### src/rtl/snake_body.sv
// Snake movement and body storage: shifts the segment array on each accepted
// move, grows on request, and scans the body for wall and self collisions.
module snake_body #(
    parameter int unsigned MAX_LEN = 32,
    parameter int unsigned GRID_W  = 160,
    parameter int unsigned GRID_H  = 120,
    parameter int unsigned START_X = 80,
    parameter int unsigned START_Y = 60
) (
    input  logic       clock,
    input  logic       resetn,
    input  logic       move_tick,
    input  logic [1:0] dir_in,
    input  logic       grow,
    input  logic [4:0] rd_idx,
    output logic [7:0] head_x,
    output logic [7:0] head_y,
    output logic [7:0] head_x1,
    output logic [7:0] head_y1,
    output logic [7:0] seg_x,
    output logic [7:0] seg_y,
    output logic       seg_valid,
    output logic [5:0] length,
    output logic       busy,
    output logic       game_over
);

    localparam int unsigned IW      = $clog2(MAX_LEN);
    localparam logic [5:0]  LP_MAX  = 6'(MAX_LEN);
    localparam logic [7:0]  LP_XMAX = 8'(GRID_W - 1);
    localparam logic [7:0]  LP_YMAX = 8'(GRID_H - 1);

    typedef enum logic [1:0] {
        S_IDLE,
        S_CHECK,
        S_DEAD
    } state_t;

    state_t     r_state;
    state_t     w_state_nxt;

    logic [7:0] r_seg_x [MAX_LEN];
    logic [7:0] r_seg_y [MAX_LEN];
    logic [5:0] r_len;
    logic [1:0] r_dir;
    logic       r_grow_pend;
    logic       r_game_over;
    logic [4:0] r_k;

    logic [1:0] w_dir;
    logic [7:0] w_nx;
    logic [7:0] w_ny;
    logic       w_wall;
    logic       w_accept;
    logic       w_shift;
    logic       w_hit;
    logic       w_scan_end;

    // A request for the exact reverse direction keeps the current heading.
    always_comb begin
        w_dir  = (dir_in == (r_dir ^ 2'b10)) ? r_dir : dir_in;
        w_nx   = r_seg_x[0];
        w_ny   = r_seg_y[0];
        w_wall = 1'b0;
        case (w_dir)
            2'b00: begin
                w_wall = (r_seg_y[0] == 8'd0);
                w_ny   = r_seg_y[0] - 8'd1;
            end
            2'b01: begin
                w_wall = (r_seg_x[0] == LP_XMAX);
                w_nx   = r_seg_x[0] + 8'd1;
            end
            2'b10: begin
                w_wall = (r_seg_y[0] == LP_YMAX);
                w_ny   = r_seg_y[0] + 8'd1;
            end
            default: begin
                w_wall = (r_seg_x[0] == 8'd0);
                w_nx   = r_seg_x[0] - 8'd1;
            end
        endcase
    end

    assign w_accept   = (r_state == S_IDLE) && move_tick;
    assign w_shift    = w_accept && !w_wall;
    assign w_hit      = (r_seg_x[r_k[IW-1:0]] == r_seg_x[0]) &&
                        (r_seg_y[r_k[IW-1:0]] == r_seg_y[0]);
    assign w_scan_end = ({1'b0, r_k} == (r_len - 6'd1));

    always_comb begin
        w_state_nxt = r_state;
        case (r_state)
            S_IDLE: begin
                if (w_accept) begin
                    w_state_nxt = w_wall ? S_DEAD : S_CHECK;
                end
            end
            S_CHECK: begin
                if (w_hit) begin
                    w_state_nxt = S_DEAD;
                end else if (w_scan_end) begin
                    w_state_nxt = S_IDLE;
                end
            end
            default: w_state_nxt = S_DEAD;
        endcase
    end

    always_ff @(posedge clock or negedge resetn) begin
        if (!resetn) begin
            r_state <= S_IDLE;
        end else begin
            r_state <= w_state_nxt;
        end
    end

    always_ff @(posedge clock or negedge resetn) begin
        if (!resetn) begin
            for (int unsigned i = 0; i < MAX_LEN; i++) begin
                r_seg_x[i] <= (i < 3) ? 8'(START_X - i) : '0;
                r_seg_y[i] <= (i < 3) ? 8'(START_Y) : '0;
            end
            r_len       <= 6'd3;
            r_dir       <= 2'b01;
            r_grow_pend <= 1'b0;
            r_game_over <= 1'b0;
            r_k         <= 5'd1;
        end else begin
            if (w_accept) begin
                r_dir <= w_dir;
            end
            if (w_shift) begin
                for (int unsigned i = 1; i < MAX_LEN; i++) begin
                    r_seg_x[i] <= r_seg_x[i-1];
                    r_seg_y[i] <= r_seg_y[i-1];
                end
                r_seg_x[0] <= w_nx;
                r_seg_y[0] <= w_ny;
                if ((r_grow_pend || grow) && (r_len < LP_MAX)) begin
                    r_len <= r_len + 6'd1;
                end
                r_k <= 5'd1;
            end else if ((r_state == S_CHECK) && !w_hit && !w_scan_end) begin
                r_k <= r_k + 5'd1;
            end
            // A grow arriving with the consuming move is absorbed by that move.
            if (r_state != S_DEAD) begin
                if (w_shift) begin
                    r_grow_pend <= 1'b0;
                end else if (grow) begin
                    r_grow_pend <= 1'b1;
                end
            end
            if ((w_accept && w_wall) || ((r_state == S_CHECK) && w_hit)) begin
                r_game_over <= 1'b1;
            end
        end
    end

    assign head_x    = r_seg_x[0];
    assign head_y    = r_seg_y[0];
    assign head_x1   = r_seg_x[1];
    assign head_y1   = r_seg_y[1];
    assign seg_x     = r_seg_x[rd_idx[IW-1:0]];
    assign seg_y     = r_seg_y[rd_idx[IW-1:0]];
    assign seg_valid = ({1'b0, rd_idx} < r_len);
    assign length    = r_len;
    assign busy      = (r_state == S_CHECK);
    assign game_over = r_game_over;

endmodule

### config.mk
export PLATFORM = sky130hd
export DESIGN_NAME = snake_body
export DESIGN_NICKNAME = d
export VERILOG_FILES = /design/src/rtl/snake_body.sv
export SDC_FILE = /design/constraint.sdc
export NUM_CORES = 1
export LEC_CHECK = 0
export CAP_MARGIN = 20
export CORE_ASPECT_RATIO = 0.75
export CORE_MARGIN = 10
export CORE_UTILIZATION = 50
export CTS_BUF_LIST = sky130_fd_sc_hd__clkbuf_2 sky130_fd_sc_hd__clkbuf_4 sky130_fd_sc_hd__clkbuf_8
export DETAILED_ROUTE_END_ITERATION = 10
export GPL_TIMING_DRIVEN = 0
export PLACE_DENSITY = 0.66
export SKIP_LAST_GASP = 1
export SLEW_MARGIN = 30
export SYNTH_ARGS = -nofsm -noshare
export SYNTH_HDL_FRONTEND = slang
export SYNTH_SLANG_ARGS = --single-unit
### constraint.sdc
create_clock -name clock -period 4.2 [get_ports clock]
set_input_delay 0.84 -clock clock [delete_from_list [all_inputs] [get_ports clock]]
set_output_delay 0.84 -clock clock [all_outputs]
set_load 0.01 [all_outputs]
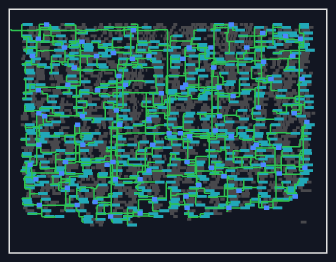
Fig. 1. Clock wires, drivers and flops.
[clock wires] green | length: 7780 um
[clock-net drivers] blue | count: 85
[flip-flops] cyan | count: 529
routed clock nets: 86
flops lie: all over the die

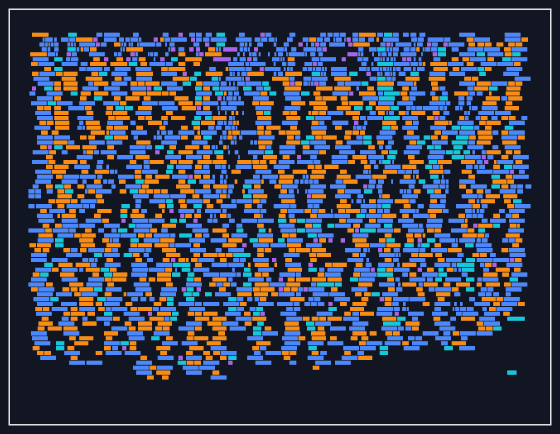
Fig. 2. Cells by drive strength.
[x3 and x4] purple | cells: 88 | most used: buf_4
[x2] orange | cells: 770 | most used: mux2_2
[x1 and smaller] blue | cells: 1124 | most used: dfrtp_1
[x6 and larger] cyan | cells: 209 | most used: clkbuf_8

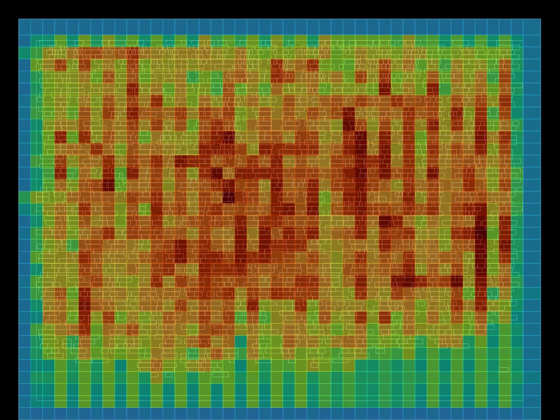
Fig. 3. Routing congestion.
GR Layer Usage met1: 35.3%
routed len/inst: 30.8 um

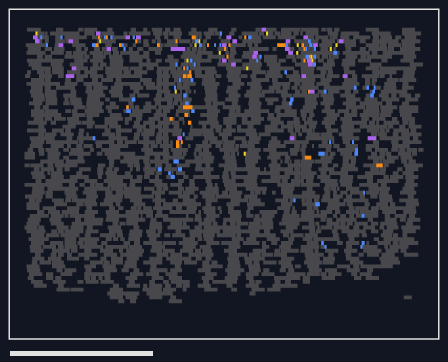
Fig. 4. Gate families picked out.
Bar = 100 um.
[nor cells] orange | cells: 34 | most used: nor2_1
[xor and xnor cells] purple | cells: 33 | most used: xnor2_1
[nand cells] blue | cells: 69 | most used: nand2_1
[inv cells] yellow | cells: 16 | most used: inv_1

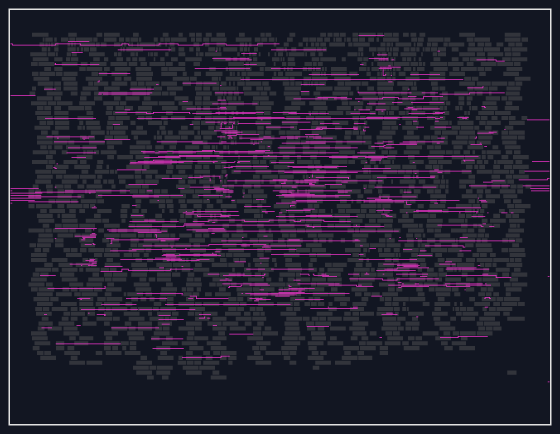
Fig. 5. The metal 3 layer.
share of all routed wire: 7.9%
longest straight run: 178 um
wire length on this layer: 7220 um

==> impl_metrics.toml <==
# physical design summary
[final_timing]
relSlewSlack_pct = 27.0
final-hold-violation-count = 0
rsz0062_at_grt = "true"
tightest_slew_ns = 1.09

[power_and_ir_drop]
vdd_drop_max_uv = 258
pwr-share-comb_pct = 7.2
powerDensity_nw_per_um2 = 323

[yosys]
top_cell = "dfrtp_1"
ys_warn_count = 0
yosysTopAreaCell = "dfrtp_1"
synthCells = 1962
topCellsByArea = "dfrtp_1 (43%), mux2_2 (18%), mux4_2 (17%)"
syn_area_per_cell_um2 = 15.0
ys_seq_share_pct = 45.2
synth-edff-count = 0
yosysTopAreaCellShare_pct = 42.7
ys_cells = 1962

[die]
ios = 68
fp.coreArea_um2 = 57800
nWellTaps = 780
fp_util_pct = 50.8

[clock_tree]
clockBufferDepth = 3
htreeDepth = 3
cts.repair.resized = 92
cts_hold_buf = 0

[route]
drtIter0Drc = 1862
vias = 19400

[finish]
drive_gt1_share_pct = 48.7
layout_top_cells = "dfrtp_1 (502), mux2_2 (468), mux4_2 (226), mux2i_1 (133), clkbuf_8 (125)"
buffer_area_share_pct = 7.65
design_area_um2 = 33600
area_growth_pct = 14.3
nFillCells = 4607
n_antenna_cell = 0
combGateArea_um2 = 14800
comb_share_pct = 44.1
nNetsFinal = 2153
ff_count = 529

[grt]
grt_start_max_net_pins = 92
grt_usage_pct = 26.4
grt_overflow_total = 0
busiest_layer = "met2"
antenna_found_initial = 1

[placed_design]
place_ws_ns = -1.11
gp_congestion = 0.924
post-dp-hpwl_mm = 64.8
dp.cells = 2814

[setup_path]
reg2reg_to = "r_k[0]"
crit_start = "rd_idx[0]"
r2r_slack_ns = 0.05
critPathArrivalTime_ns = 3.31
rr_worst_depth = 15
path_cells = "buf_4 -> buf_8 -> mux4_2 -> mux4_2 -> mux2_2 -> clkdlybuf4s50_1"

[run]
cap_violations = 0

[outcome]
status = "completed"
==> cells by family (layout without fill, tap and decap cells) <==
kind of cell,after synthesis,count (layout),synth area share [%]
simple gates,119,119,2.18
buf+inv,201,430,4.65
xor+xnor,33,33,1.05
fa+ha+maj,21,21,0.945
mux,879,879,41.8
compound gates,180,180,4.21
flops,529,529,45.2
==> power groups by stage <==
stage	sequential, uW	combinational, uW	clock, uW
after global routing	5140	821	5230
after detailed placement	5230	736	0
final	5140	777	4920
after CTS	5140	772	4980
after floorplan	5220	388	0
after global placement	5240	702	0
==> sequential cells by signal, indices dropped and copies added, names as in the netlist <==
signal	count
r_seg_x	240
r_seg_y	240
head_x1	8
head_x	8
head_y1	8
head_y	8
length	6
r_k	5
r_dir	2
r_state	2
game_over	1
r_grow_pend	1
No activity file was given, so power comes from the tool's default toggle rates.
